### src/rtl/dmem_arb_pkg.sv
// Shared types and defaults for the two-requester data-memory arbiter.
// Latency: none; this package holds declarations only.
// Backpressure: not applicable.
package dmem_arb_pkg;

    localparam int ADDR_W_DEF    = 9;
    localparam int DATA_W_DEF    = 32;
    localparam int MEM_DEPTH_DEF = 512;

    typedef enum logic [1:0] {
        IDLE   = 2'd0,
        ACCESS = 2'd1,
        RESP   = 2'd2
    } arbState_t;

    // Requester id: 0 = core load/store unit, 1 = debug/DMA port.
    typedef logic reqId_t;

    function automatic logic [1:0] idToOneHot(input reqId_t id);
        return id ? 2'b10 : 2'b01;
    endfunction

endpackage

### src/rtl/rr_pick2.sv
// Two-way round-robin picker: ptr names the requester preferred on a tie.
// Latency: purely combinational.
// Backpressure: none; grant only reflects the current valid vector.
module rr_pick2
    import dmem_arb_pkg::*;
(
    input  logic [1:0] valid,
    input  reqId_t     ptr,
    output logic [1:0] grant,
    output logic       any
);

    // A lone requester always wins; on a tie the pointer decides.
    always_comb begin
        grant = 2'b00;
        if (valid == 2'b11) begin
            grant = idToOneHot(ptr);
        end else begin
            grant = valid;
        end
        any = |valid;
    end

endmodule

### src/rtl/dmem_arbiter.sv
// Round-robin arbiter sharing single-port dmem between the LSU (0) and debug/DMA (1); optional DMEM_ARB_BOUNDS_EN.
// Latency: accept edge T -> dmem access (writeEnable) in cycle T+1 -> rspValid pulse in cycle T+2.
// Backpressure: reqReady only in IDLE, so at most one accept every 3 cycles; dropping reqValid before accept is free.
module dmem_arbiter
    import dmem_arb_pkg::*;
#(
    parameter int ADDR_W    = ADDR_W_DEF,
    parameter int DATA_W    = DATA_W_DEF,
    parameter int MEM_DEPTH = MEM_DEPTH_DEF
) (
    input  logic              clk,
    input  logic              reset_n,
    input  logic [1:0]        reqValid,
    input  logic [1:0]        reqWrite,
    input  logic [ADDR_W-1:0] reqAddr0,
    input  logic [ADDR_W-1:0] reqAddr1,
    input  logic [DATA_W-1:0] reqWData0,
    input  logic [DATA_W-1:0] reqWData1,
    output logic [1:0]        reqReady,
    output logic [1:0]        rspValid,
    output logic [DATA_W-1:0] rspRData,
    output logic              rspErr,
    output logic [ADDR_W-1:0] readAddress,
    input  logic [DATA_W-1:0] readData,
    output logic [ADDR_W-1:0] writeAddress,
    output logic [DATA_W-1:0] writeData,
    output logic              writeEnable
);

    arbState_t         state;
    arbState_t         stateNext;
    reqId_t            rrPtr;
    reqId_t            owner;
    logic              isWrite;
    logic [ADDR_W-1:0] addrQ;
    logic [DATA_W-1:0] wdataQ;
    logic [DATA_W-1:0] rdataQ;
    logic              errQ;

    logic [1:0]        grant;
    logic              grantAny;
    reqId_t            grantId;
    logic              handshake;
    logic              addrErr;

    rr_pick2 u_pick (
        .valid (reqValid),
        .ptr   (rrPtr),
        .grant (grant),
        .any   (grantAny)
    );

    assign grantId = grant[1];
    // Ready is only offered in IDLE and out of reset, and grant is a subset of valid,
    // so any grant seen here is a completed handshake at the coming edge.
    assign handshake = (state == IDLE) && grantAny && reset_n;

`ifdef DMEM_ARB_BOUNDS_EN
    localparam logic [ADDR_W:0] DEPTH_L = (ADDR_W+1)'(MEM_DEPTH);
    assign addrErr = ({1'b0, addrQ} >= DEPTH_L);
`else
    logic [31:0] unusedDepth;
    assign unusedDepth = 32'(MEM_DEPTH);
    assign addrErr     = 1'b0;
`endif

    // State register.
    always_ff @(posedge clk) begin
        if (!reset_n) begin
            state <= IDLE;
        end else begin
            state <= stateNext;
        end
    end

    // Next state and all combinational outputs; reset_n gates the strobes so a
    // reset asserted mid-transaction suppresses the pending write and response.
    always_comb begin
        stateNext   = state;
        reqReady    = 2'b00;
        rspValid    = 2'b00;
        rspRData    = '0;
        rspErr      = 1'b0;
        writeData   = '0;
        writeEnable = 1'b0;
        case (state)
            IDLE: begin
                if (reset_n) begin
                    reqReady = grant;
                end
                if (handshake) begin
                    stateNext = ACCESS;
                end
            end
            ACCESS: begin
                if (reset_n) begin
                    writeData   = wdataQ;
                    writeEnable = isWrite && !addrErr;
                end
                stateNext = RESP;
            end
            RESP: begin
                if (reset_n) begin
                    rspValid = idToOneHot(owner);
                    rspRData = rdataQ;
                    rspErr   = errQ;
                end
                stateNext = IDLE;
            end
            default: begin
                stateNext = IDLE;
            end
        endcase
    end

    // Both dmem addresses come straight from the request latch, so they hold
    // their last value between transactions.
    assign readAddress  = addrQ;
    assign writeAddress = addrQ;

    // Request latch and round-robin pointer, updated only on a handshake.
    always_ff @(posedge clk) begin
        if (!reset_n) begin
            rrPtr   <= 1'b0;
            owner   <= 1'b0;
            isWrite <= 1'b0;
            addrQ   <= '0;
            wdataQ  <= '0;
        end else if (handshake) begin
            rrPtr   <= ~grantId;
            owner   <= grantId;
            isWrite <= reqWrite[grantId];
            addrQ   <= grantId ? reqAddr1 : reqAddr0;
            wdataQ  <= grantId ? reqWData1 : reqWData0;
        end
    end

    // Response capture at the end of ACCESS: read data for in-range reads, else 0.
    always_ff @(posedge clk) begin
        if (!reset_n) begin
            rdataQ <= '0;
            errQ   <= 1'b0;
        end else if (state == ACCESS) begin
            rdataQ <= (isWrite || addrErr) ? '0 : readData;
            errQ   <= addrErr;
        end
    end

endmodule

### config.mk
export PLATFORM = sky130hd
export DESIGN_NAME = dmem_arbiter
export DESIGN_NICKNAME = d
export VERILOG_FILES = /design/src/rtl/dmem_arb_pkg.sv /design/src/rtl/rr_pick2.sv /design/src/rtl/dmem_arbiter.sv
export SDC_FILE = /design/constraint.sdc
export NUM_CORES = 1
export LEC_CHECK = 0
export CAP_MARGIN = 20
export CORE_UTILIZATION = 35
export CTS_CLUSTER_SIZE = 20
export DETAILED_ROUTE_END_ITERATION = 16
export GPL_TIMING_DRIVEN = 0
export HOLD_SLACK_MARGIN = 0.06
export PLACE_DENSITY = 0.77
export SLEW_MARGIN = 30
export SYNTH_ARGS = -nofsm -noshare
export SYNTH_HDL_FRONTEND = slang
export SYNTH_SLANG_ARGS = --single-unit
### constraint.sdc
create_clock -name clk -period 2.3 [get_ports clk]
set_input_delay 0.575 -clock clk [delete_from_list [all_inputs] [get_ports clk]]
set_output_delay 0.575 -clock clk [all_outputs]
set_load 0.05 [all_outputs]
==> impl_metrics.yaml <==
# physical design summary
setup_path:
  timing.rr.end: "wdataQ[27]"
  crit_path_top_delay_cell: "or3b_1"
  crit_fanout: 4
  cp-start-kind: "flip-flop"
  crit_cells: 5
  endpoint_kind: "output port"
  cp_cell_sequence: "or3b_1 -> buf_6 -> clkbuf_16 -> nor3b_4 -> buf_6"
  r2r_cells: 6
  crit_end: "reqReady[1]"
  cp-startpoint: "state[0]"
  worstPathRequired_ns: 1.73
  crit_family: "simple AND/OR/NAND/NOR gates"
  r2r_start: "state[0]"
  r2r_slack_ns: 0.56
  crit_type: "reg -> out"
  cpPeakStageDelay_ns: 0.38
  crit_path_frequent_cell: "buf_6"
  arrival_ns: 1.76
  worst-path-buf-inv: 3
layout:
  final_area_um2: 6240
  comb_area_um2: 1910
  nets: 789
  stdcell_count: 810
  syn_to_final_growth_pct: 68.3
  biggestCellCategory: "buffers"
  comb_area_share_pct: 30.6
  regArea_um2: 1570
  flop-count: 78
  lay_top_count: "clkdlybuf4s50_1"
  antenna_cells: 0
  clkbuf_count: 11
  drive_gt1_share_pct: 24.0
  nMultiInputCombCells: 305
  buffers: 273
  non_clock_inverter_count: 2
  nonClkBufAreaFrac_pct: 38.4
  clk_share_pct: 2.97
  lay_top_cells: "clkdlybuf4s50_1, dfxtp_1, nand2_1"
global_routing:
  grt_max_degree: 14
  met1_usage_pct: 26.5
  grt.busiest_layer: "met2"
  grt_overflow_total: 0
  antenna_found_initial: 0
  met3_usage_pct: 6.05
  use_met2_pct: 40.7
  grt_use_total_pct: 22.8
  grt_pass1_vias: 4098
  grt_pass1_wl_um: 20300
drt:
  drt_pass1_iterations: 5
  wl_met2_um: 6350
  top_layer: "met4"
  drc: 0
  ant_nets: 0
  wirelength_um: 12700
  wl_met3_um: 893
  vias: 4081
  drt-wirelength-per-cell_um: 15.7
  drtIter0Drc: 164
  wl_met1_um: 5300
  avgViaCountPerCell: 5.04
placement:
  placed_area_um2: 6000
  dp_hpwl_um: 9490
  dp.cells: 783
  gp_congestion: 0.845
  pre_cts_ws_ns: -1.05
  portBuffers: 204
timing:
  tns_ns: -0.0334
  slew_headroom_pct: 63.5
  hold_viol: 0
  rsz0062_at_grt: "yes"
  min_period_ns: 2.33
  whs_ns: 0.450
  tightest_slew_ns: 0.547
  skew_ns: 0.0118
  post-route-period-util_pct: 101
  finalSetupViolations: 1
  maxSlewViolCount: 0
  fmaxAchievable_mhz: 429
  setup_ws_ns: -0.0334
yosys:
  synth_cell_type_count: 26
  yosysChipArea_um2: 3710
  postSynthSeqShare_pct: 42.1
  synthCells: 443
  fp_nets: 563
  postSynthAreaPerCell_um2: 8.38
  ys.flops: 78
  synth_warnings: 0
  syn_area_um2: 3710
  ys_cells: 443
clock_network:
  cts_tree: "done"
  clk_pin_slew_ns: 0.08
  htreeDepth: 3
  worstSkewPairLatency_ns: 0.34
  numClockSinks: 78
  cts_buffer_depth: 2
  ctsHoldBuffers: 0
  cts_root_buf: "clkbuf_8"
  cts-buffers-inserted: 9
floorplanning:
  ioPinCount: 208
  die_h_um: 105
  chip_area_um2: 11000
  fp_util_pct: 35.9
  die_x_um: 105
  tap_cells: 136
power:
  p_leak_nw: 2.66
  ir_worst_vdd_uv: 251
  power_mw: 3.46
  power.density_nw_per_um2: 555
run:
  openroad.warnings: 29
  drv_cap: 0
worst_hold_path:
  hold_end: "rdataQ[13]"
  hp-class: "reg -> reg"
  hold_start: "rdataQ[13]"
  min_path_cells: 2
status:
  violations: "negative setup slack"
  outcome: "finished with violations"
-- synthesized netlist by cell type --
library cell | n | area (µm²)
nor3b_2 | 1 | 12.5
buf_6 | 5 | 56.3
and2_1 | 33 | 206
nor2_1 | 4 | 15.0
conb_1 | 1 | 3.75
clkinv_1 | 1 | 3.75
nand2b_1 | 1 | 6.26
or3b_1 | 1 | 8.76
buf_1 | 1 | 3.75
inv_1 | 1 | 3.75
nand3b_1 | 32 | 240
nor3b_1 | 1 | 7.51
nor2b_1 | 3 | 18.8
nand2_1 | 74 | 278
clkbuf_1 | 40 | 150
a211oi_4 | 1 | 20.0
o31a_1 | 1 | 8.76
buf_2 | 1 | 5.00
nor3_1 | 42 | 210
a311oi_1 | 1 | 8.76
buf_4 | 11 | 82.6
a21o_1 | 1 | 7.51
and3_1 | 33 | 206
a221o_1 | 42 | 420
a21oi_1 | 33 | 165
dfxtp_1 | 78 | 1560
-- what timing repair did --
item / CTS / global route
buffers inserted: 9 / 2
pin swaps: 4 / 2
resized: 420 / 32
setup endpoints to repair: 69 / 44
cloned: 1 / 0
-- where the power goes --
group / total, mW / leakage, nW / switching (mW) / internal [mW]
Combinational: 0.969 / 1.93 / 0.498 / 0.471
Clock: 0.959 / 0.0913 / 0.509 / 0.449
Sequential: 1.54 / 0.642 / 0.0709 / 1.47
-- state kept, by name, indices dropped and copies added, names as in the netlist --
name and cells:
owner 1, wdataQ 32, readAddress 9, rrPtr 1, rdataQ 32, state 2
isWrite 1
-- cell families after synthesis --
kind of cell | after synthesis | synth area share (%)
AND/OR/NAND/NOR | 225 | 32.6
AND-OR/OR-AND | 79 | 17.0
flip-flops | 78 | 42.1
other | 1 | 0.101
buffers and inverters | 60 | 8.23
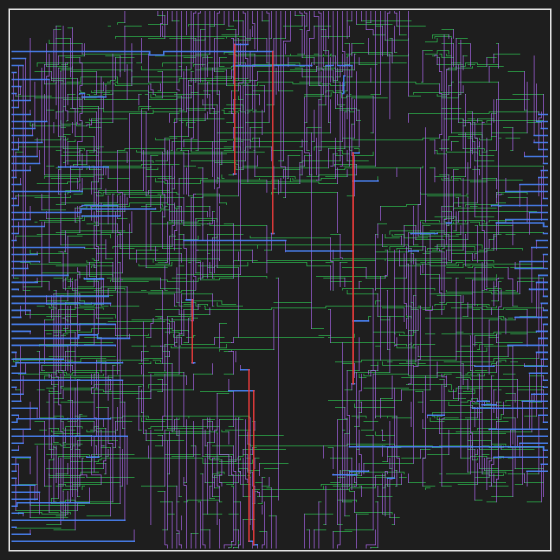
(images/metal_stack.png)
Key: purple = met2 [wire length 6350 µm]; red = met4 [wire length 181 µm]; blue = met3 [wire length 894 µm]; green = met1 [wire length 5300 µm]

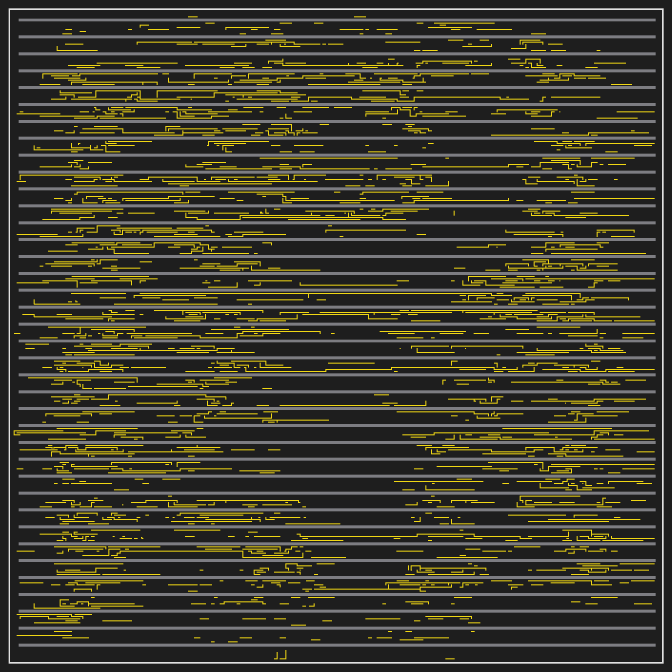
(images/met1.png)
Supply wires on this layer in gray.
The longest straight run is 56.6 µm. The wires run mostly horizontal. The layer carries 5300 µm of wire.

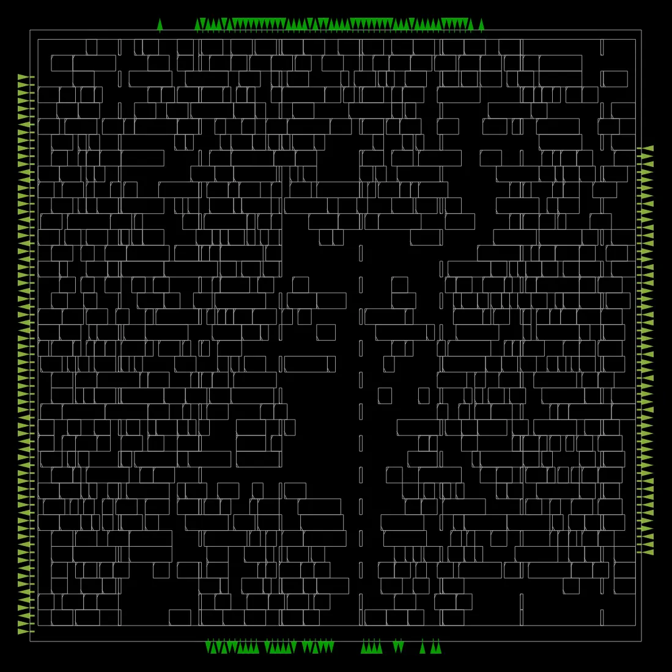
(images/final_placement.png)
fin util: 60.5%
row count: 37
# fillers: 935

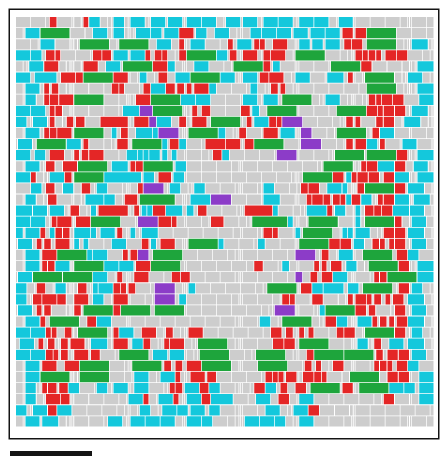
(images/cell_classes.png)
The bar under the picture is 20 µm long. Fill, decap, tap and diode cells in gray.
Key: purple = clock drivers and dummy loads [cells 16, share of their area 3.0%]; red = all other logic [cells 307, share of their area 32%]; green = flip-flops [cells 78, share of their area 26%]; cyan = other buffers and delay cells [cells 273, share of their area 39%]
flop share of the area: 25.1%
core region area: 10300 µm²

No activity file was given, so power comes from the tool's default toggle rates.
